File: src/rtl/sad_me_pkg.sv
// Shared types and helpers for the motion-estimation SAD datapath.
// Holds default field widths, the tracker state encoding and the MV L1-magnitude helper.
package sad_me_pkg;

  localparam int unsigned SadWDefault = 13;
  localparam int unsigned MvWDefault  = 8;

  typedef enum logic [1:0] {
    StIdle,
    StSearch,
    StDone
  } state_e;

  // |x| + |y| of sign-extended MV components; wide enough that -2^(W-1) is exact
  function automatic logic [32:0] mv_l1(input logic signed [31:0] x, input logic signed [31:0] y);
    logic [31:0] ax;
    logic [31:0] ay;
    ax = x[31] ? -x : x;
    ay = y[31] ? -y : y;
    return {1'b0, ax} + {1'b0, ay};
  endfunction

endpackage

File: src/rtl/sad_min_lane.sv
// One partition of the minimum-SAD tracker: holds the best SAD and its MV.
// With SAD_MIN_TIE_MV_EN defined, equal SADs are broken by the smaller MV L1 magnitude.
module sad_min_lane
  import sad_me_pkg::*;
#(
  parameter int unsigned SAD_W = SadWDefault,
  parameter int unsigned MV_W  = MvWDefault
) (
  input  logic             clk,
  input  logic             rst_n,
  input  logic             init_i,
  input  logic             accept_i,
  input  logic             first_i,
  input  logic [SAD_W-1:0] sad_i,
  input  logic [MV_W-1:0]  mv_x_i,
  input  logic [MV_W-1:0]  mv_y_i,
  output logic [SAD_W-1:0] min_sad_o,
  output logic [MV_W-1:0]  best_mv_x_o,
  output logic [MV_W-1:0]  best_mv_y_o
);

  logic [SAD_W-1:0] sad_q, sad_d;
  logic [MV_W-1:0]  mv_x_q, mv_x_d;
  logic [MV_W-1:0]  mv_y_q, mv_y_d;
  logic             better;

`ifdef SAD_MIN_TIE_MV_EN
  logic [32:0] cand_mag;
  logic [32:0] win_mag;
  assign cand_mag = mv_l1(32'(signed'(mv_x_i)), 32'(signed'(mv_y_i)));
  assign win_mag  = mv_l1(32'(signed'(mv_x_q)), 32'(signed'(mv_y_q)));
  assign better   = (sad_i < sad_q) || ((sad_i == sad_q) && (cand_mag < win_mag));
`else
  assign better = sad_i < sad_q;
`endif

  always_comb begin
    sad_d  = sad_q;
    mv_x_d = mv_x_q;
    mv_y_d = mv_y_q;
    if (init_i) begin
      sad_d  = '1;
      mv_x_d = '0;
      mv_y_d = '0;
    end else if (accept_i && (first_i || better)) begin
      sad_d  = sad_i;
      mv_x_d = mv_x_i;
      mv_y_d = mv_y_i;
    end
  end

  always_ff @(posedge clk or negedge rst_n) begin
    if (!rst_n) begin
      sad_q  <= '1;
      mv_x_q <= '0;
      mv_y_q <= '0;
    end else begin
      sad_q  <= sad_d;
      mv_x_q <= mv_x_d;
      mv_y_q <= mv_y_d;
    end
  end

  assign min_sad_o   = sad_q;
  assign best_mv_x_o = mv_x_q;
  assign best_mv_y_o = mv_y_q;

endmodule

File: src/rtl/sad_min_tracker.sv
// Per-partition minimum-SAD tracker over one search window with start/last framing.
// Optional macro SAD_MIN_TIE_MV_EN enables MV-magnitude tie-breaking in every lane.
module sad_min_tracker
  import sad_me_pkg::*;
#(
  parameter int unsigned NUM_PART = 32,
  parameter int unsigned SAD_W    = SadWDefault,
  parameter int unsigned MV_W     = MvWDefault,
  parameter int unsigned CNT_W    = 12
) (
  input  logic                      clk,
  input  logic                      rst_n,
  input  logic                      start,
  input  logic                      sad_valid,
  input  logic                      sad_last,
  input  logic [NUM_PART*SAD_W-1:0] sad_in,
  input  logic [MV_W-1:0]           mv_x,
  input  logic [MV_W-1:0]           mv_y,
  output logic [NUM_PART*SAD_W-1:0] min_sad,
  output logic [NUM_PART*MV_W-1:0]  best_mv_x,
  output logic [NUM_PART*MV_W-1:0]  best_mv_y,
  output logic                      busy,
  output logic                      done,
  output logic [CNT_W-1:0]          cand_cnt
);

  localparam logic [CNT_W-1:0] CntMax = '1;

  state_e           state_q, state_d;
  logic             first_q, first_d;
  logic             done_q, done_d;
  logic [CNT_W-1:0] cnt_q, cnt_d;
  logic             accept;

  // start wins over a same-cycle beat, so the beat is dropped
  assign accept = (state_q == StSearch) && sad_valid && !start;

  always_comb begin
    state_d = state_q;
    first_d = first_q;
    cnt_d   = cnt_q;
    done_d  = accept && sad_last;
    if (start) begin
      state_d = StSearch;
      first_d = 1'b1;
      cnt_d   = '0;
    end else if (accept) begin
      first_d = 1'b0;
      if (cnt_q != CntMax) begin
        cnt_d = cnt_q + CNT_W'(1);
      end
      if (sad_last) begin
        state_d = StDone;
      end
    end
  end

  always_ff @(posedge clk or negedge rst_n) begin
    if (!rst_n) begin
      state_q <= StIdle;
      first_q <= 1'b1;
      done_q  <= 1'b0;
      cnt_q   <= '0;
    end else begin
      state_q <= state_d;
      first_q <= first_d;
      done_q  <= done_d;
      cnt_q   <= cnt_d;
    end
  end

  for (genvar p = 0; p < NUM_PART; p++) begin : g_lane
    sad_min_lane #(
      .SAD_W(SAD_W),
      .MV_W (MV_W)
    ) u_lane (
      .clk        (clk),
      .rst_n      (rst_n),
      .init_i     (start),
      .accept_i   (accept),
      .first_i    (first_q),
      .sad_i      (sad_in[p*SAD_W +: SAD_W]),
      .mv_x_i     (mv_x),
      .mv_y_i     (mv_y),
      .min_sad_o  (min_sad[p*SAD_W +: SAD_W]),
      .best_mv_x_o(best_mv_x[p*MV_W +: MV_W]),
      .best_mv_y_o(best_mv_y[p*MV_W +: MV_W])
    );
  end

  assign busy     = (state_q == StSearch);
  assign done     = done_q;
  assign cand_cnt = cnt_q;

endmodule

File: config.mk
export PLATFORM = sky130hd
export DESIGN_NAME = sad_min_tracker
export DESIGN_NICKNAME = d
export VERILOG_FILES = /design/src/rtl/sad_me_pkg.sv /design/src/rtl/sad_min_lane.sv /design/src/rtl/sad_min_tracker.sv
export SDC_FILE = /design/constraint.sdc
export NUM_CORES = 2
export LEC_CHECK = 0
export ABC_AREA = 0
export CAP_MARGIN = 20
export CORE_AREA = 10 10 531 533
export CTS_BUF_LIST = sky130_fd_sc_hd__clkbuf_8
export DETAILED_ROUTE_END_ITERATION = 8
export DIE_AREA = 0 0 541 543
export PLACE_DENSITY_LB_ADDON = 0.2
export SYNTH_ARGS = -nofsm -noshare
export SYNTH_HDL_FRONTEND = slang
export SYNTH_SLANG_ARGS = --single-unit
export TNS_END_PERCENT = 50
File: constraint.sdc
create_clock -name clk -period 3.3 [get_ports clk]
set_input_delay 0.33 -clock clk [delete_from_list [all_inputs] [get_ports clk]]
set_output_delay 0.33 -clock clk [all_outputs]
set_load 0.01 [all_outputs]
Fig. 1: zoomed window
Window x 123 to 148, y 395 to 420 µm. Cells in gray, sequential cells in the stronger gray; small squares are vias.
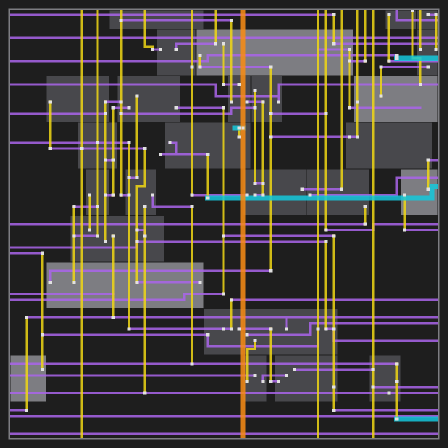
legend:
  M3:
    color: cyan
  M4:
    color: orange
  M1:
    color: purple
  M2:
    color: yellow
sequential cells in the window: 3
most frequent: nand2_1 (4)
netlist names of flops here include: g_lane.u_lane.best_mv_x_o (3)
cells with their middle in the window: 22

Fig. 2: M1 wires
Scale: 1 px per µm.
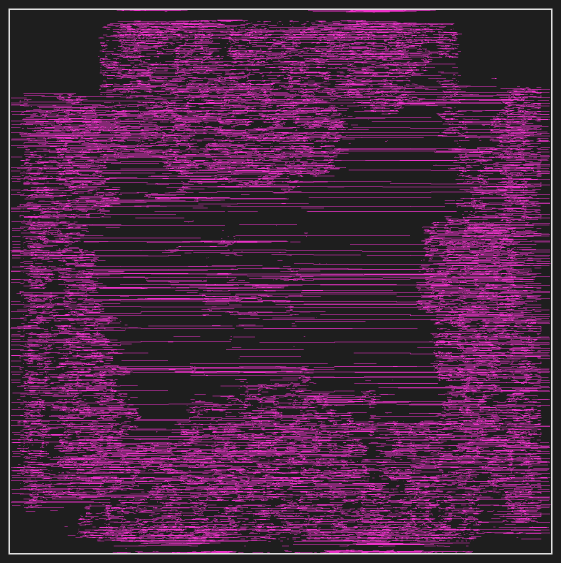
longest straight run: 297 µm
main direction: horizontal
final routed wirelength across all metal layers: 348 mm
GRT met1 Usage: 28.6%
vias post-DR: 58500

Fig. 3: placed cells, one color a class
Scale: 1 px per µm.
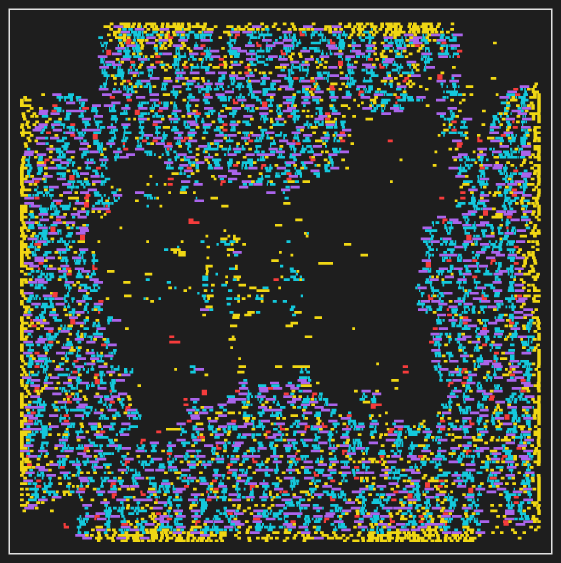
legend:
  registers:
    color: purple
    cells: 944
    share_of_their_area: 29%
  remaining logic cells:
    color: cyan
    cells: 4587
    share_of_their_area: 41%
  clock drivers and dummy loads:
    color: red
    cells: 368
    share_of_their_area: 5.1%
  remaining buffers and delay cells:
    color: yellow
    cells: 2062
    share_of_their_area: 25%

Fig. 4: congestion heat map
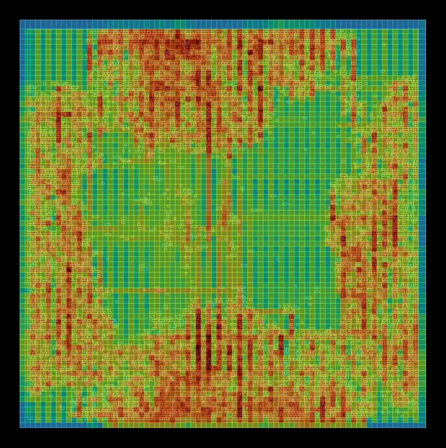
GR Util met3: 6.31%
Tot GR Track Use: 22.4%
average detailed-routed wire length per instance: 30.2 µm
post-layout utilization of the core: 32.3%

==> writeup.txt <==
The flow ran to the end, and the final reports show no timing, DRC or antenna violations. Termination of the worst setup path: g_lane[17].u_lane.min_sad_o[3]. Multiplexer cells account for 8.30% of the synthesized area. In the final layout, the fill cell count is 27500. The headroom to the max-slew limit is 23.9%. Summing every instance area after synthesis gives 60300 µm². On the worst setup and hold paths after CTS, the clock-pin slew comes to 60 ps. Setup repair after global routing left no endpoint under its margin. For reference, the most critical setup path is categorized as reg2reg. The power density over the cells is 501 nW/µm².

Per the synth stats, the proportion of register bits with asynchronous set or reset is 100%. The area share of buffers outside the clock network works out to 23.8%. The power report attributes to the combinational group a share of 33.8%. The final layout report lists a non-clock inverter count of 388.

In this run the post-CTS setup repair buffer count came out at 0. The root buffer cell was clkbuf_8. The uppermost layer routed was met5. The flow reports power dissipated in sequential cells as 0.0151 W. In the Yosys report the total cell count is 6052. The number of buffers inserted for hold repair after clock tree synthesis is 395, and the total length of routed met2 wires is 157 mm. The footprint of the flip-flops and latches is 24100 µm², and the clock group share of total power is 31.7%. Using the TritonRoute via totals, the vias-per-cell ratio works out to 5.07. The length of routed wiring on met1 is 149 mm. The arrival time of data at the worst endpoint is listed as 3660 ps.

The final global-route overflow total was 0; the first-pass GRT wire length was 481 mm. Per the OpenROAD floorplan log, the area of the core is 271000 µm². For the number of global-route vias before repair, the log shows 59500.

The top cell types in the final layout, fill and taps aside, are 1376 x clkdlybuf4s50_1, 596 x a21oi_1, 574 x nand2_1. After its last routability iteration, the placer logged a weighted congestion of 0.869. Setup violations remaining at the end of the flow were counted as 0.

The routed layout reports a DRC error count of 0. The run gives 45.1% for the growth of design area from synthesis to finish. The number of levels in the clock H-tree is 4. Checking hold timing, the worst path is listed with class in2async. According to the floorplan log, the row count is 191. The layout report lists the multi-input gate area as 32300 µm². The worst path meets setup with 478 ps of slack.

Global routing put the most usage on met2. The chip width works out to 541 µm. Summed over all nets, the switching power comes to 0.0163 W.

With the final critical-path required period at 2820 ps, the initial antenna violation count is 47. The yosys warning tally is 0, and the post-route worst hold slack is 67.2 ps. The startpoint of the worst-slack reg-to-reg timing path was state_q[1]. The tools report the worst setup path startpoint as state_q[1]. The run gives 10800 for the placed cell count. Yosys mapped a number of flops with a built-in enable equal to 0. In the final layout, flip-flops and latches take up 27.6% of the cell area. Summed over all failing endpoints, the final setup total negative slack is 0 ps.

The tools report the register area share after synthesis as 40.0%. After layout, the buffer instance count without clock buffers stands at 2062. The run gives 294000 µm² for the total die size. The run gives 41.8 nW as the leakage power of the design. The pin closest to its max-slew limit shows a slew of 1140 ps. Heaviest power group: registers. With the simple-gate area share of the yosys netlist at 12.8%, the worst-case clock skew is 89.2 ps. Per the post-synthesis report, the number of cells in the design is 6052.

Of the total power, the share spent switching nets is 37.1%. Synthesis produced a netlist with a net count of 6874. The report lists the number of cells resized after CTS as 0.

The top achievable clock speed came out at 0.354 GHz. With the combinational cell power at 0.0148 W, the number of flip-flops and latches is 944. The tools report the required time of the worst setup path as 4140 ps. Final design instance area without fill: 87500 µm². The number of multi-input combinational cells in the layout is 4199. Summing all placed instances gives a cell area of 79200 µm².

The tools report the type of element capturing the critical path as a flop. The fraction of final cell area spent on clock buffers and inverters in this run is 4.87%. In the final layout, multi-input gates take up 36.9% of the cell area. Of the total power, registers draw 34.4%. Logic depth along the worst register-to-register path is recorded as 5.

Initial DRC count: 4153. The met2 global-route usage was 35.7%; the adder and majority gate portion of the synthesized area was 7.99%. Among the non-sequential cells, AND-OR/OR-AND gates take the most area.

The clock sink count is 944. In this run the critical register-to-register path is captured at g_lane[17].u_lane.min_sad_o[3]. The run gives 480 ps as the setup slack of the most critical reg-to-reg path. The worst-case IR drop observed on VDD is 0.283 mV. The number of library cell types mapped by synthesis is 66, and the maximum net fanout on the critical path is 20.
worst max-delay path, stage by stage, from the launching register on:
cell and delay [ps]:
dfrtp_1 390, and3b_4 520, or2_4 530, buf_12 330, nand3_1 510, a22oi_1 360
flip-flops by register name, summed over array words and instances, names as in the netlist:
name and count:
g_lane.u_lane.best_mv_y_o 256, g_lane.u_lane.min_sad_o 416, state_q 2, done 1
first_q 1, g_lane.u_lane.best_mv_x_o 256, cand_cnt 12
cell usage after synthesis (all sizes together) (2+ instances only):
| library cell | n | share of area, % |
|---|---|---|
| o2bb2ai | 16 | 0.23 |
| o21a | 21 | 0.26 |
| dfstp | 417 | 18 |
| nand3 | 15 | 0.12 |
| ha | 385 | 8.0 |
| dfrtp | 527 | 22 |
| mux2 | 32 | 0.60 |
| a21oi | 617 | 5.5 |
| a221oi | 464 | 8.2 |
| or2 | 2 | 0.025 |
| o211a | 20 | 0.34 |
| a2bb2oi | 28 | 0.51 |
| nor2b | 19 | 0.20 |
| and3 | 41 | 0.60 |
| xnor2 | 8 | 0.12 |
| nor4 | 4 | 0.066 |
| clkbuf | 253 | 1.6 |
| a22oi | 117 | 1.5 |
| and2 | 493 | 5.1 |
| inv | 388 | 2.4 |
| nor2 | 281 | 1.8 |
| and4 | 41 | 0.60 |
| a211oi | 30 | 0.37 |
| nand2 | 575 | 3.6 |
| or3 | 3 | 0.039 |
| o32a | 273 | 4.5 |
| nand4 | 14 | 0.15 |
| a31oi | 30 | 0.68 |
| nor3b | 33 | 0.41 |
| nor3 | 5 | 0.041 |
| buf | 268 | 3.1 |
| o21ai | 137 | 1.2 |
| a21o | 11 | 0.14 |
| o211ai | 12 | 0.17 |
| mux2i | 464 | 7.7 |
Power is estimated from default activity; no workload was simulated.
